[config.mk]
export PLATFORM = sky130hd
export DESIGN_NAME = pipe_cla_addsub
export DESIGN_NICKNAME = d
export VERILOG_FILES = /design/src/rtl/pipe_cla_pkg.sv /design/src/rtl/cla_slice.sv /design/src/rtl/pipe_cla_addsub.sv
export SDC_FILE = /design/constraint.sdc
export NUM_CORES = 1
export LEC_CHECK = 0
export CORE_MARGIN = 2
export CORE_UTILIZATION = 35
export DETAILED_ROUTE_END_ITERATION = 8
export PLACE_DENSITY = 0.6
export SYNTH_ARGS = -nofsm -noshare
export SYNTH_HDL_FRONTEND = slang
export SYNTH_SLANG_ARGS = --single-unit
[constraint.sdc]
create_clock -name clk -period 4.6 [get_ports clk]
set_clock_uncertainty 0.2 [all_clocks]
set_input_delay 0.69 -clock clk [delete_from_list [all_inputs] [get_ports clk]]
set_output_delay 0.69 -clock clk [all_outputs]
set_load 0.01 [all_outputs]
[src/rtl/pipe_cla_pkg.sv]
// rtl/pipe_cla_pkg.sv - shared constants and mode encoding for the pipelined CLA adder/subtractor
//
// Purpose: default operand width, stage count and lookahead group size,
//          plus the add/subtract mode encoding used on the sub input.
// Ports:   none (package).

package pipe_cla_pkg;

    localparam int N_DEF = 32;  // operand width
    localparam int S_DEF = 4;   // pipeline stages
    localparam int G_DEF = 4;   // lookahead group size inside a slice

    typedef enum logic {
        MODE_ADD = 1'b0,
        MODE_SUB = 1'b1
    } mode_e;

endpackage

[src/rtl/cla_slice.sv]
// rtl/cla_slice.sv - combinational W-bit group carry-lookahead adder slice
//
// Purpose: adds two W-bit values plus a carry-in using per-bit propagate and
//          generate, collapsed into group propagate/generate every G bits.
// Ports:   a, b   - W-bit addends
//          ci     - carry into bit 0
//          s      - W-bit sum
//          co     - carry out of bit W-1
//          c_msb  - carry into bit W-1 (used for signed overflow)

module cla_slice #(
    parameter int W = 8,
    parameter int G = 4
) (
    input  logic [W-1:0] a,
    input  logic [W-1:0] b,
    input  logic         ci,
    output logic [W-1:0] s,
    output logic         co,
    output logic         c_msb
);

    localparam int NG = W / G;

    logic [W-1:0]  p;
    logic [W-1:0]  g;
    logic [W-1:0]  c;       // carry into each bit
    logic [NG-1:0] gp;      // group propagate
    logic [NG-1:0] gg;      // group generate
    logic [NG:0]   gc;      // carry into each group

    always_comb begin
        p  = a ^ b;
        g  = a & b;
        gp = '0;
        gg = '0;
        gc = '0;
        c  = '0;

        for (int j = 0; j < NG; j++) begin
            gp[j] = &p[j*G +: G];
            // Fold the group's bits from LSB upward into a single generate term.
            for (int i = 0; i < G; i++) begin
                gg[j] = g[j*G+i] | (p[j*G+i] & gg[j]);
            end
        end

        gc[0] = ci;
        for (int j = 0; j < NG; j++) begin
            gc[j+1] = gg[j] | (gp[j] & gc[j]);
        end

        // Bit carries inside a group start from the lookahead group carry.
        for (int j = 0; j < NG; j++) begin
            c[j*G] = gc[j];
            for (int i = 1; i < G; i++) begin
                c[j*G+i] = g[j*G+i-1] | (p[j*G+i-1] & c[j*G+i-1]);
            end
        end

        s     = p ^ c;
        co    = gc[NG];
        c_msb = c[W-1];
    end

endmodule

[src/rtl/pipe_cla_addsub.sv]
// rtl/pipe_cla_addsub.sv - S-stage pipelined carry-lookahead adder/subtractor with valid/ready flow control
//
// Purpose: each stage adds one W = N/S bit slice with a cla_slice and hands its
//          carry to the next stage through a register; operands not yet added
//          ride along with the partial sum.
// Ports:   clk, rst_n         - clock, synchronous active-low reset
//          in_valid/in_ready  - operand handshake (x, y, cin, sub)
//          sub                - 0 add (x+y+cin), 1 subtract (x+~y+1, cin ignored)
//          out_valid/out_ready- result handshake (sum, cout, ovf)
//          cout               - carry out of bit N-1 (1 = no borrow when subtracting)
//          ovf                - signed overflow

module pipe_cla_addsub
    import pipe_cla_pkg::*;
#(
    parameter int N = N_DEF,
    parameter int S = S_DEF,
    parameter int G = G_DEF
) (
    input  logic         clk,
    input  logic         rst_n,
    input  logic         in_valid,
    output logic         in_ready,
    input  logic [N-1:0] x,
    input  logic [N-1:0] y,
    input  logic         cin,
    input  logic         sub,
    output logic         out_valid,
    input  logic         out_ready,
    output logic [N-1:0] sum,
    output logic         cout,
    output logic         ovf
);

    localparam int W = N / S;

    if ((N % S) != 0 || (W % G) != 0) begin : g_bad_params
        $error("pipe_cla_addsub: N must divide by S and N/S by G");
    end

    // Stage registers: index k holds the state after slice k has been added.
    logic [N-1:0] a_q  [S];
    logic [N-1:0] a_d  [S];
    logic [N-1:0] b_q  [S];
    logic [N-1:0] b_d  [S];
    logic [N-1:0] s_q  [S];
    logic [N-1:0] s_d  [S];
    logic         cm_q [S];
    logic         cm_d [S];
    logic [S-1:0] c_q;
    logic [S-1:0] c_d;
    logic [S-1:0] v_q;
    logic [S-1:0] v_d;

    // Stage inputs: stage 0 reads the ports, stage k reads register k-1.
    logic [N-1:0] a_in  [S];
    logic [N-1:0] b_in  [S];
    logic [N-1:0] s_in  [S];
    logic [S-1:0] ci_in;
    logic [S-1:0] vi_in;

    logic [W-1:0] sl_s  [S];
    logic         sl_cm [S];
    logic [S-1:0] sl_co;

    logic [S:0]   adv;

    always_comb begin
        for (int k = 0; k < S; k++) begin
            a_in[k] = '0;
            b_in[k] = '0;
            s_in[k] = '0;
        end
        ci_in = '0;
        vi_in = '0;

        // Subtraction is x + ~y + 1: invert y once at entry and force carry-in.
        a_in[0]  = x;
        b_in[0]  = (sub == MODE_SUB) ? ~y : y;
        ci_in[0] = (sub == MODE_SUB) ? 1'b1 : cin;
        vi_in[0] = in_valid;
        for (int k = 1; k < S; k++) begin
            a_in[k]  = a_q[k-1];
            b_in[k]  = b_q[k-1];
            s_in[k]  = s_q[k-1];
            ci_in[k] = c_q[k-1];
            vi_in[k] = v_q[k-1];
        end
    end

    for (genvar k = 0; k < S; k++) begin : g_stage
        cla_slice #(
            .W (W),
            .G (G)
        ) u_slice (
            .a     (a_in[k][k*W +: W]),
            .b     (b_in[k][k*W +: W]),
            .ci    (ci_in[k]),
            .s     (sl_s[k]),
            .co    (sl_co[k]),
            .c_msb (sl_cm[k])
        );
    end

    // A stage may load when it is empty or its occupant moves on this cycle.
    always_comb begin
        adv    = '0;
        adv[S] = out_ready;
        for (int k = S - 1; k >= 0; k--) begin
            adv[k] = !v_q[k] || adv[k+1];
        end
    end

    always_comb begin
        for (int k = 0; k < S; k++) begin
            a_d[k]  = a_q[k];
            b_d[k]  = b_q[k];
            s_d[k]  = s_q[k];
            cm_d[k] = cm_q[k];
        end
        c_d = c_q;
        v_d = v_q;

        for (int k = 0; k < S; k++) begin
            if (adv[k]) begin
                v_d[k] = vi_in[k];
                // Data only loads with a real operand so the outputs keep
                // their last value (zero after reset) across bubbles.
                if (vi_in[k]) begin
                    a_d[k]              = a_in[k];
                    b_d[k]              = b_in[k];
                    s_d[k]              = s_in[k];
                    s_d[k][k*W +: W]    = sl_s[k];
                    c_d[k]              = sl_co[k];
                    cm_d[k]             = sl_cm[k];
                end
            end
        end
    end

    always_ff @(posedge clk) begin
        if (!rst_n) begin
            for (int k = 0; k < S; k++) begin
                a_q[k]  <= '0;
                b_q[k]  <= '0;
                s_q[k]  <= '0;
                cm_q[k] <= 1'b0;
            end
            c_q <= '0;
            v_q <= '0;
        end else begin
            for (int k = 0; k < S; k++) begin
                a_q[k]  <= a_d[k];
                b_q[k]  <= b_d[k];
                s_q[k]  <= s_d[k];
                cm_q[k] <= cm_d[k];
            end
            c_q <= c_d;
            v_q <= v_d;
        end
    end

    assign in_ready  = adv[0];
    assign out_valid = v_q[S-1];
    assign sum       = s_q[S-1];
    assign cout      = c_q[S-1];
    assign ovf       = cm_q[S-1] ^ c_q[S-1];

endmodule

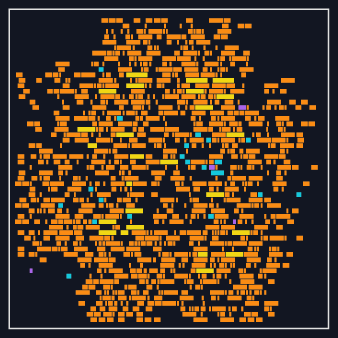
*Cells by drive strength*
Drawn at 2 px/um.
legend:
  drive 2:
    colour: purple
    cells: 4
  drive 3 to 4:
    colour: cyan
    cells: 20
    most_used: buf_4
  drive 6 and up:
    colour: yellow
    cells: 25
    most_used: clkbuf_16
  drive 1 or less:
    colour: orange
    cells: 972
    most_used: nand2_1
Final Cell Area: 0.0103 mm2
crit path setup slack, layout: 1.22 ns

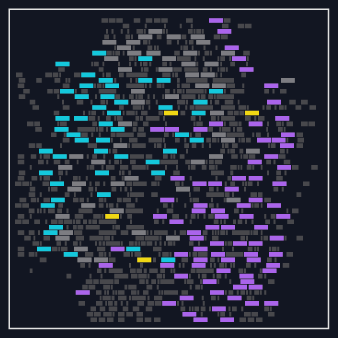
*Where the registers sit*
Drawn at 2 px/um.
legend:
  c_q:
    colour: yellow
    flops: 4
    where: middle
  b_q:
    colour: cyan
    flops: 48
  s_q:
    colour: purple
    flops: 80
total sequential power: 0.00170 W
area used by sequential logic in the layout: 0.00370 mm2
Post-Route Utilization: 0.436

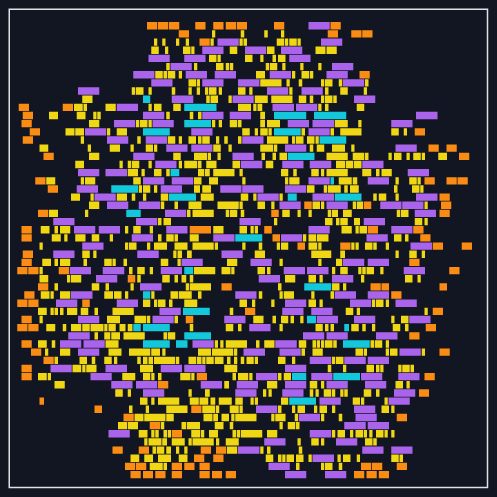
*Cells coloured by class*
Drawn at 3 px/um.
legend:
  flip-flops:
    colour: purple
    cells: 185
  all other logic:
    colour: yellow
    cells: 687
  other buffers and delay cells:
    colour: orange
    cells: 117
  clock drivers and dummy loads:
    colour: cyan
    cells: 32
row cnt: 56
Core Area: 0.0235 mm2
Seq/total area: 0.361

==> notes.md <==
The implementation run finished. In this run, power in combinational logic comes to ~0.00036 W. Of the total synthesized cell area, the portion taken by AND-OR and OR-AND cells is 0.203. The cell count after synthesis came out at approximately 930.

The launch point of the worst min-delay path is recorded as s_q[0][4]$_SDFFE_PN0P_. Depth of the critical timing path with buffers and inverters included landed at 12. Area fraction in mux cells landed at 0. In this run, synthesis produced a sequential element count of ~190. The switching portion of total power comes to 0.239. For this run, the slowest stage of the critical path takes around 0.44 ns. STA lists the startpoint of the worst register-to-register path as a_q[0][8]$_SDFFE_PN0P_. STA classifies the critical path endpoint as a register. Total placed instance area landed at approximately 0.0097 mm2.

Proportion of power drawn by combinational gates landed at 0.100. Count of library flops with an enable pin landed at 0. Aggregate negative setup slack landed at 0 ns. The main area contributors are sky130_fd_sc_hd__dfxtp_1 (44%), sky130_fd_sc_hd__nand2_1 (14%), sky130_fd_sc_hd__a21boi_0 (9.7%).

Full die area landed at 0.0253 mm2. Worst slew margin relative to its limit landed at 0.328. Per the post-CTS timing run, clock transition at the registers of the reported paths is around 0.07 ns. In this run the worst path has a maximum fanout of 2. Per STA, the worst path is made up of clkdlybuf4s50_1, xor2_1, ha_1, o211ai_1, a21oi_1, nor2_1, fa_1, fa_1, fa_1, xnor2_1, nand2_1, a21boi_1. Final-stage net count landed at ~1.1k.

The biggest slice of the total power is consumed by registers. Global routing finished with a remaining overflow of 0. Worst-margin pin slew landed at between 1 and 1.5 ns. Before CTS, the worst setup slack after placement is a little under 0.8 ns. The final timing summary puts the cycle share of the worst path at 0.734. Counting instances, the worst hold path has a depth of 2. Via count of the first global-routing pass landed at just over 6k. Post-CTS resize count landed at 0.

The cell-mix breakdown from Yosys lists the adder-cell area share as 0.105. STA classifies the critical path startpoint as an input port. Sum of net half-perimeters after detailed placement landed at about 13 mm.

Per the OpenROAD power report, leakage power amounts to ~4.2 nW. Per Yosys stat, the portion of area used by sequential elements is 0.441. The area growth from synthesis to layout is 22.3%. The largest individual stage delay along the critical path comes from the cell sky130_fd_sc_hd__fa_1. Depth of the worst register-to-register path landed at 10. On the critical path the largest part of the delay comes from adder cells. Final antenna diode count landed at 0. TritonCTS built the clock tree.

In this run the register-to-register setup slack is between 1 and 1.5 ns. Synthesized area divided by synthesized cell count landed at 9.01 um2. The flow reported a cell area power density of ~350 mW/mm2.

Number of levels the H-tree was split into landed at 4. OpenSTA lists the critical path startpoint as y[1]. The run finished with clean final reports. Post-CTS setup buffer count landed at 0. Count of final hold-check violations landed at 0. Switching power summed over all nets landed at approximately 0.00086 W. The power report attributes to the sequential group a share of 0.474. Count of endpoints failing setup in the final report landed at 0. The worst path in the final design needs a cycle of ~3.4 ns, including I/O delays and setup. Tightest hold margin landed at 0.253 ns. The clock reaches the later pin of the worst-skew pair after around 0.43 ns. As logged by OpenROAD, the buffers inserted on ports number around 110. Total iterations of the first detailed-routing run landed at 5.

The power report lists the clock group at between 0.0015 and 0.002 W. Detailed-route wire length per cell landed at roughly 14 um. The number of placed instances, taps included, is approximately 1.3k. The detailed router finished its first iteration with 335 violations. Fraction of registers with async set or reset after synthesis landed at 0.

After synthesis, the netlist uses 39 different library cells. The first global-routing pass estimated slightly above 30 mm of wire.
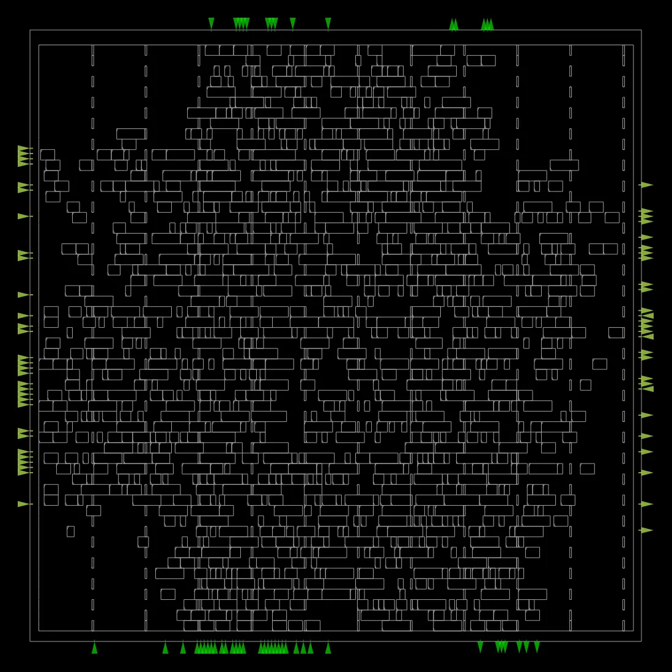
*Placed standard cells*
number of filler instances in the final layout: 2410
Seq cells: 185
number of well taps: 319
final cell count without fillers: 1340

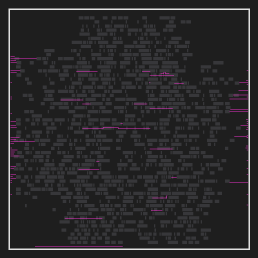
*M3 wires*
Drawn at 1.5 px/um.
nets with wire on the layer: 65
longest straight run: 58.2 um
main direction: horizontal
wire length on this layer: 482 um
met3 usage in global routing: 0.0260
total number of vias: 6122
Final Routed Wirelength: 18.1 mm

==> tightest hold or removal path: cells and delay by family (launching register included) <==
kind	cells	cell delay, ns
compound gates	1	0.05
flops	1	0.31
simple gates	1	0.05
==> cell type report <==
type                    count  area [um2]
clock buffers              20         457
clock inverters            12         164
fillers                  2410       13300
inverters                  30         113
multi-input cells         657        4290
flip-flops and latches    185        3700
well taps                 319         399
repair buffers            117        1150
==> state kept, by name (all words and copies together), names as in the netlist <==
register	flops
cm_q	1
a_q	48
v_q	4
c_q	4
b_q	48
s_q	80
==> metal layers <==
layer / up-vias / track usage / part of all wire
li1: 3225 / - / -
met1: 2792 / 0.218 / 0.55
met2: 88 / 0.220 / 0.41
met3: 17 / 0.0260 / 0.027
met4: 0 / 0.0446 / 0.012
met5: - / 0 / 0
Power and IR drop assume default switching activity.
